### PDN straps and rails

Scale bar: 20 um. Pins as bars on the die edge. Tap cells in grey.
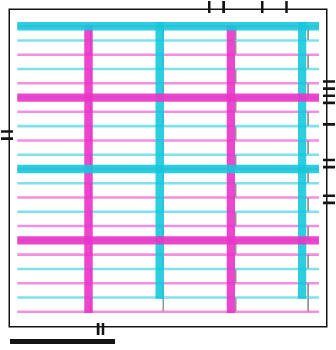
### Placed cells, one colour a class

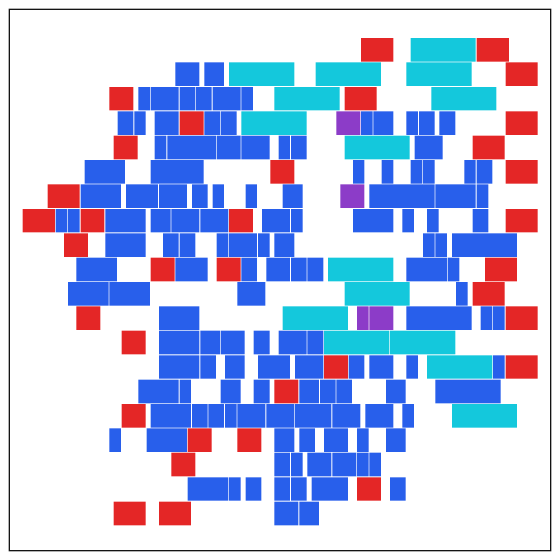
### Clock distribution

Scale bar: 20 um.
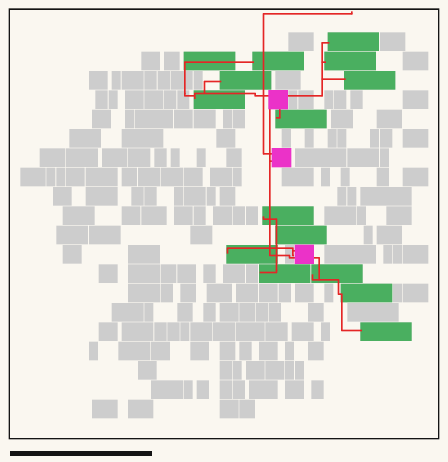
### Signal wires by layer

Scale bar: 20 um. Two of the layers only.
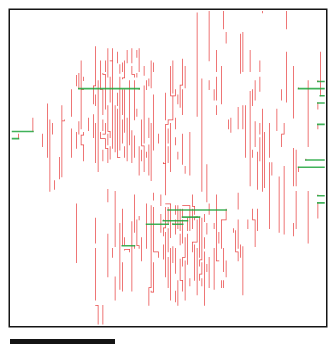
### The clock network

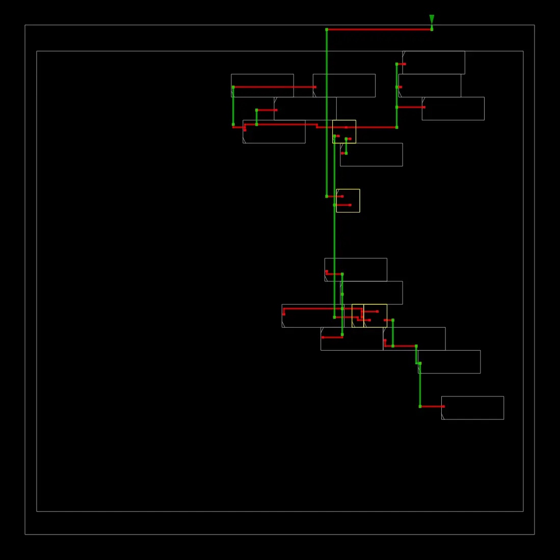
==> src/rtl/park_pkg.sv <==
// Package: park_pkg
// Shared types and helpers for the parking_gate_array car park controller.
//   gate_state_t : per-gate direction FSM state encoding
//   popcount     : counts set bits of a gate event vector (zero-extend to MAX_GATES)
package park_pkg;

    typedef enum logic [2:0] {
        IDLE = 3'd0,
        IN1  = 3'd1,
        IN2  = 3'd2,
        IN3  = 3'd3,
        OUT1 = 3'd4,
        OUT2 = 3'd5,
        OUT3 = 3'd6
    } gate_state_t;

    // Widest gate vector popcount accepts; callers zero-extend narrower vectors.
    localparam int MAX_GATES = 32;

    function automatic logic [5:0] popcount(input logic [MAX_GATES-1:0] v);
        logic [5:0] cnt;
        cnt = '0;
        for (int i = 0; i < MAX_GATES; i++) begin
            cnt = cnt + {5'd0, v[i]};
        end
        return cnt;
    endfunction

endpackage

==> src/rtl/gate_dir_fsm.sv <==
// Module: gate_dir_fsm
// Direction decoder for one gate. Tracks the outer (a) / inner (b) beam
// pattern and emits a registered one-cycle pulse on a completed entry or exit.
// Optional feature macro: PARK_SEQ_ERR_EN (adds seq_err and resync on illegal steps).
// Ports:
//   clk       in   clock
//   reset     in   synchronous, active-high
//   sensor_a  in   outer beam broken
//   sensor_b  in   inner beam broken
//   car_in    out  1-cycle pulse, completed entry
//   car_out   out  1-cycle pulse, completed exit
//   seq_err   out  1-cycle pulse, illegal sensor step (PARK_SEQ_ERR_EN only)
//
// state | meaning
// IDLE  | no car in the gate, {a,b} = 00
// IN1   | entering, outer beam only (10)
// IN2   | entering, both beams (11)
// IN3   | entering, inner beam only (01)
// OUT1  | leaving, inner beam only (01)
// OUT2  | leaving, both beams (11)
// OUT3  | leaving, outer beam only (10)
module gate_dir_fsm
    import park_pkg::*;
(
    input  logic clk,
    input  logic reset,
    input  logic sensor_a,
    input  logic sensor_b,
    output logic car_in,
    output logic car_out
`ifdef PARK_SEQ_ERR_EN
    ,
    output logic seq_err
`endif
);

    gate_state_t state, next_state;
    logic [1:0]  ab;
    logic        entry_done;
    logic        exit_done;
    logic        illegal;

    assign ab = {sensor_a, sensor_b};

    always_comb begin
        next_state = state;
        entry_done = 1'b0;
        exit_done  = 1'b0;
        illegal    = 1'b0;
        unique case (state)
            IDLE: begin
                case (ab)
                    2'b10:   next_state = IN1;
                    2'b01:   next_state = OUT1;
                    2'b00:   next_state = IDLE;
                    default: illegal = 1'b1;
                endcase
            end
            IN1: begin
                case (ab)
                    2'b11:   next_state = IN2;
                    2'b00:   next_state = IDLE;
                    2'b10:   next_state = IN1;
                    default: illegal = 1'b1;
                endcase
            end
            IN2: begin
                case (ab)
                    2'b01:   next_state = IN3;
                    2'b10:   next_state = IN1;
                    2'b11:   next_state = IN2;
                    default: illegal = 1'b1;
                endcase
            end
            IN3: begin
                case (ab)
                    2'b00: begin
                        next_state = IDLE;
                        entry_done = 1'b1;
                    end
                    2'b11:   next_state = IN2;
                    2'b01:   next_state = IN3;
                    default: illegal = 1'b1;
                endcase
            end
            OUT1: begin
                case (ab)
                    2'b11:   next_state = OUT2;
                    2'b00:   next_state = IDLE;
                    2'b01:   next_state = OUT1;
                    default: illegal = 1'b1;
                endcase
            end
            OUT2: begin
                case (ab)
                    2'b10:   next_state = OUT3;
                    2'b01:   next_state = OUT1;
                    2'b11:   next_state = OUT2;
                    default: illegal = 1'b1;
                endcase
            end
            OUT3: begin
                case (ab)
                    2'b00: begin
                        next_state = IDLE;
                        exit_done  = 1'b1;
                    end
                    2'b11:   next_state = OUT2;
                    2'b10:   next_state = OUT3;
                    default: illegal = 1'b1;
                endcase
            end
            default: next_state = IDLE;
        endcase

`ifdef PARK_SEQ_ERR_EN
        // Resynchronise to whatever the beams currently show.
        if (illegal) begin
            if (ab == 2'b10)
                next_state = IN1;
            else if (ab == 2'b01)
                next_state = OUT1;
            else
                next_state = IDLE;
        end
`endif
    end

    always_ff @(posedge clk) begin
        if (reset) begin
            state   <= IDLE;
            car_in  <= 1'b0;
            car_out <= 1'b0;
`ifdef PARK_SEQ_ERR_EN
            seq_err <= 1'b0;
`endif
        end else begin
            state   <= next_state;
            car_in  <= entry_done;
            car_out <= exit_done;
`ifdef PARK_SEQ_ERR_EN
            seq_err <= illegal;
`endif
        end
    end

`ifndef PARK_SEQ_ERR_EN
    // Illegal steps are simply ignored (state holds) in this build.
    logic unused_illegal;
    assign unused_illegal = illegal;
`endif

endmodule

==> src/rtl/parking_gate_array.sv <==
// Module: parking_gate_array
// Multi-gate car park controller: one gate_dir_fsm per gate feeding a shared
// saturating occupancy counter with full/empty status and clip pulses.
// Optional feature macro: PARK_SEQ_ERR_EN (adds the per-gate seq_err output).
// Ports:
//   clk        in   clock
//   reset      in   synchronous, active-high
//   sensor_a   in   [N_GATES] outer beam per gate
//   sensor_b   in   [N_GATES] inner beam per gate
//   car_in     out  [N_GATES] entry pulse per gate
//   car_out    out  [N_GATES] exit pulse per gate
//   occupancy  out  [CNT_W]   cars inside
//   full       out  occupancy == CAPACITY
//   empty      out  occupancy == 0
//   overflow   out  1-cycle pulse, entries clipped at CAPACITY
//   underflow  out  1-cycle pulse, exits clipped at 0
//   seq_err    out  [N_GATES] illegal step pulse (PARK_SEQ_ERR_EN only)
module parking_gate_array
    import park_pkg::*;
#(
    parameter int N_GATES  = 2,
    parameter int CAPACITY = 7,
    parameter int CNT_W    = $clog2(CAPACITY + 1)
) (
    input  logic               clk,
    input  logic               reset,
    input  logic [N_GATES-1:0] sensor_a,
    input  logic [N_GATES-1:0] sensor_b,
    output logic [N_GATES-1:0] car_in,
    output logic [N_GATES-1:0] car_out,
    output logic [CNT_W-1:0]   occupancy,
    output logic               full,
    output logic               empty,
    output logic               overflow,
    output logic               underflow
`ifdef PARK_SEQ_ERR_EN
    ,
    output logic [N_GATES-1:0] seq_err
`endif
);

    localparam int EV_W  = CNT_W + 2;
    // One spare bit beyond the event width keeps occupancy + n_in from wrapping.
    localparam int SUM_W = CNT_W + 3;

    localparam logic signed [SUM_W-1:0] CAP_S = SUM_W'(CAPACITY);

    for (genvar g = 0; g < N_GATES; g++) begin : g_gate
        gate_dir_fsm u_fsm (
            .clk      (clk),
            .reset    (reset),
            .sensor_a (sensor_a[g]),
            .sensor_b (sensor_b[g]),
            .car_in   (car_in[g]),
            .car_out  (car_out[g])
`ifdef PARK_SEQ_ERR_EN
            ,
            .seq_err  (seq_err[g])
`endif
        );
    end

    logic [EV_W-1:0]         n_in;
    logic [EV_W-1:0]         n_out;
    logic signed [SUM_W-1:0] sum;
    logic [CNT_W-1:0]        occ_next;
    logic                    ovf_next;
    logic                    unf_next;

    always_comb begin
        n_in     = EV_W'(popcount(MAX_GATES'(car_in)));
        n_out    = EV_W'(popcount(MAX_GATES'(car_out)));
        sum      = $signed({3'b000, occupancy}) + $signed({1'b0, n_in})
                 - $signed({1'b0, n_out});
        occ_next = sum[CNT_W-1:0];
        ovf_next = 1'b0;
        unf_next = 1'b0;
        if (sum > CAP_S) begin
            occ_next = CNT_W'(CAPACITY);
            ovf_next = 1'b1;
        end else if (sum < 0) begin
            occ_next = '0;
            unf_next = 1'b1;
        end
    end

    always_ff @(posedge clk) begin
        if (reset) begin
            occupancy <= '0;
            overflow  <= 1'b0;
            underflow <= 1'b0;
        end else begin
            occupancy <= occ_next;
            overflow  <= ovf_next;
            underflow <= unf_next;
        end
    end

    assign full  = (occupancy == CNT_W'(CAPACITY));
    assign empty = (occupancy == '0);

endmodule

==> config.mk <==
export PLATFORM = sky130hd
export DESIGN_NAME = parking_gate_array
export DESIGN_NICKNAME = d
export VERILOG_FILES = /design/src/rtl/park_pkg.sv /design/src/rtl/gate_dir_fsm.sv /design/src/rtl/parking_gate_array.sv
export SDC_FILE = /design/constraint.sdc
export NUM_CORES = 1
export LEC_CHECK = 0
export CAP_MARGIN = 20
export CORE_UTILIZATION = 40
export DETAILED_ROUTE_END_ITERATION = 10
export PLACE_DENSITY_LB_ADDON = 0.25
export SLEW_MARGIN = 20
export SYNTH_ARGS = -nofsm -noshare
export SYNTH_HDL_FRONTEND = slang
export SYNTH_SLANG_ARGS = --single-unit
==> constraint.sdc <==
create_clock -name clk -period 2.7 [get_ports clk]
set_clock_uncertainty 0.15 [all_clocks]
set_input_delay 0.675 -clock clk [delete_from_list [all_inputs] [get_ports clk]]
set_output_delay 0.675 -clock clk [all_outputs]
set_load 0.02 [all_outputs]
==> run summary <==
synth warn -> 0
filler instances -> 299
Seq share, synth -> 0.222
simple share -> 0.205
Pwr Total -> 0.942 mW
Main area contributors -> dfxtp_1 22%, ha_1 16%, fa_1 5.9%
post-synth net total -> 192
combinational power share -> 0.467
final critical-path setup slack -> 0.162 ns
CTS root buffer -> clkbuf_4
seq pwr -> 0.383 mW
Max stage delay on crit path -> 0.47 ns
critical path class -> primary input to flop
OpenROAD warnings -> 41
first-pass GRT wire length -> 4350 um
io pins -> 17
Met3 Wirelength -> 63 um
most numerous cell in the Yosys netlist -> inv_1
crit path max fanout -> 4
Clock-cell share -> 0.0159
async set-reset flop share out of synthesis -> 0
placed cell areas -> 0.00163 mm2
clock period minus worst slack -> 2.54 ns
Resize count post-CTS -> 0
GR Util met3 -> 0.00649
Switching Share -> 0.412
combinational power -> 0.440 mW
Synth Area in Compound Gates -> 0.218
Non-clk bufs -> 34
max_cap viols -> 0
XOR/XNOR Area Share -> 0.00646
dominant class by area -> multi-input combinational cells
Top cell area share -> 0.222
main flop type -> dfxtp_1
Seq. cell area -> 300 um2
Place WS -> -0.135 ns
Dominant combinational family -> AND-OR/OR-AND gates
element type at the critical path end -> flop
most instantiated logic cells after routing -> 21 x inv_1, 18 x buf_4, 17 x ha_1
Inverters excl. clock -> 21
via/cell ratio -> 5.15
Adder Area Share -> 0.216
synth cell count leaders -> 21 x inv_1, 17 x ha_1, 15 x dfxtp_1
reg2reg setup slack -> 0.37 ns
grt peak-use layer -> met2
Top cell excl fill/tap -> inv_1
largest power group -> combinational cells
PwrDens -> 570 mW/mm2
GR Util met2 -> 0.278
Routed Antenna Nets -> 0
Max Clock Freq -> 394 MHz
setup violators final -> 0
fraction of area in registers -> 0.182
sw power -> 0.388 mW
DRT Pass-1 Iters -> 5
Clock Path Buffers -> 2
gpl congestion -> 0.889
number of flops mapped to enable cells by yosys -> 0
Multiplexer share -> 0.0157
min-delay worst type -> flop to flop
Synthesized registers -> 15
post-detail-place hpwl -> 2060 um
yosys stat area -> 0.00136 mm2
slowest CP cell -> clkdlybuf4s50_1
Metal-1 WL -> 1210 um
startpoint type of the worst setup path -> primary input
largest net degree at the start of global routing -> 19
met1 usage -> 0.199
Min Hold Slack -> 0.482 ns
NonClk Buf Share -> 0.179
CP cell instances -> clkdlybuf4s50_1 > inv_1 > ha_1 > and2_4 > o2111ai_2 > o311ai_2 > or3_1 > a21oi_1
Cells after Synth -> 165
Fin. Hold Viols -> 0
mapped cell area -> 0.00136 mm2
Reg power frac -> 0.406
# H-tree levels -> 1
# rows -> 20
share of cells above drive strength 1 -> 0.132
critical path's top delay family -> simple AND/OR/NAND/NOR gates
Initial Util -> 0.433
actual transition at the worst max-transition pin -> 0.551 ns
area delta synth->final -> 21.9%
Congestion Overflow GR -> 0
Die Size -> 0.00362 mm2
Syn Area/Cell -> 8.21 um2
CTS tree -> built
combinational share of cell area -> 0.542
Synth cell types -> 46
fin crit share -> 0.940
setup bufs post-CTS -> 0
# DRC -> 0
Final nets -> 218
MI comb cells -> 116
vias in the first global route -> 1,068
DRT iter0 DRCs -> 29
status -> finished, final reports clean
Slew Viols, Final -> 0
unrepaired setup endpoints after global routing -> false
Post-Layout Inst Area -> 0.00165 mm2
Comb area -> 896 um2
Leak -> 0.650 nW
yosys cell count -> 165
slew margin rel. -> 0.632
buffers added on ports -> 16
final antenna diode count -> 0
Worst EP arrival -> 2.59 ns
top sig layer -> met3
CP Data Required Time -> 2.75 ns
initial antenna violation count -> 0
About 'PDN straps and rails':
Magenta is VSS. Cyan is VDD.
4 straps on met5. 44 tap cells. 4 straps on met4. 17 signal pins sit on the boundary. 21 met1 rails follow the rows.
worst vdd ir: 187 uV
Die Y: 60.2 um
Die X: 60.2 um
core area: 0.00313 mm2

About 'Placed cells, one colour a class':
Cyan is registers, cells 15, share of their area 19%. Blue is remaining logic cells, cells 137, share of their area 61%. Purple is clock drivers and dummy loads, cells 4, share of their area 1.6%. Red is remaining buffers and delay cells, cells 34, share of their area 18%.

About 'Clock distribution':
Magenta is clock-net drivers, count 3. Red is clock wires, length 159 um. Green is flip-flops, count 15.
There are 4 routed clock nets.
clock latency at the later pin of the worst-skew pair: 0.27 ns
Clk network pwr share: 0.127
clock network power: 0.119 mW

About 'Signal wires by layer':
Green is M3, wire length 63.3 um. Red is M2, wire length 1,290 um.
Wirelength per Cell: 11.0 um
vias: 1,205
WL final: 2570 um
GRT Overall Usage: 0.156

About 'The clock network':
CTS Buf Count: 3
Clock Buffer Count: 4
CTS Sinks: 15
seq_cells: 15

==> metrics by stage <==
step,util,cells
3_3_place_gp,0.520,230
2_1_floorplan,-,165
6_report,0.528,234
5_1_grt,0.528,234
4_1_cts,0.528,234
3_5_place_dp,0.520,230
==> flip-flops by register name (all words and copies together) (netlist names) <==
name	flops
g_gate.u_fsm.car_in	2
g_gate.u_fsm.state	6
g_gate.u_fsm.car_out	2
overflow	1
occupancy	3
underflow	1
==> worst min-delay path, stage by stage (launching register included) <==
cell and delay (ns):
dfxtp_1 0.38, xor2_1 0.11, nor2_1 0.10
==> worst paths after layout <==
kind	startpoint	endpoint	cells past startpoint
max	sensor_a[0]	g_gate[0].u_fsm.state[1]	8
min	occupancy[2]	overflow	2
max reg2reg	g_gate[0].u_fsm.car_out	occupancy[1]	9
min reg2reg	occupancy[2]	overflow	2
Power is estimated from default activity; no workload was simulated.
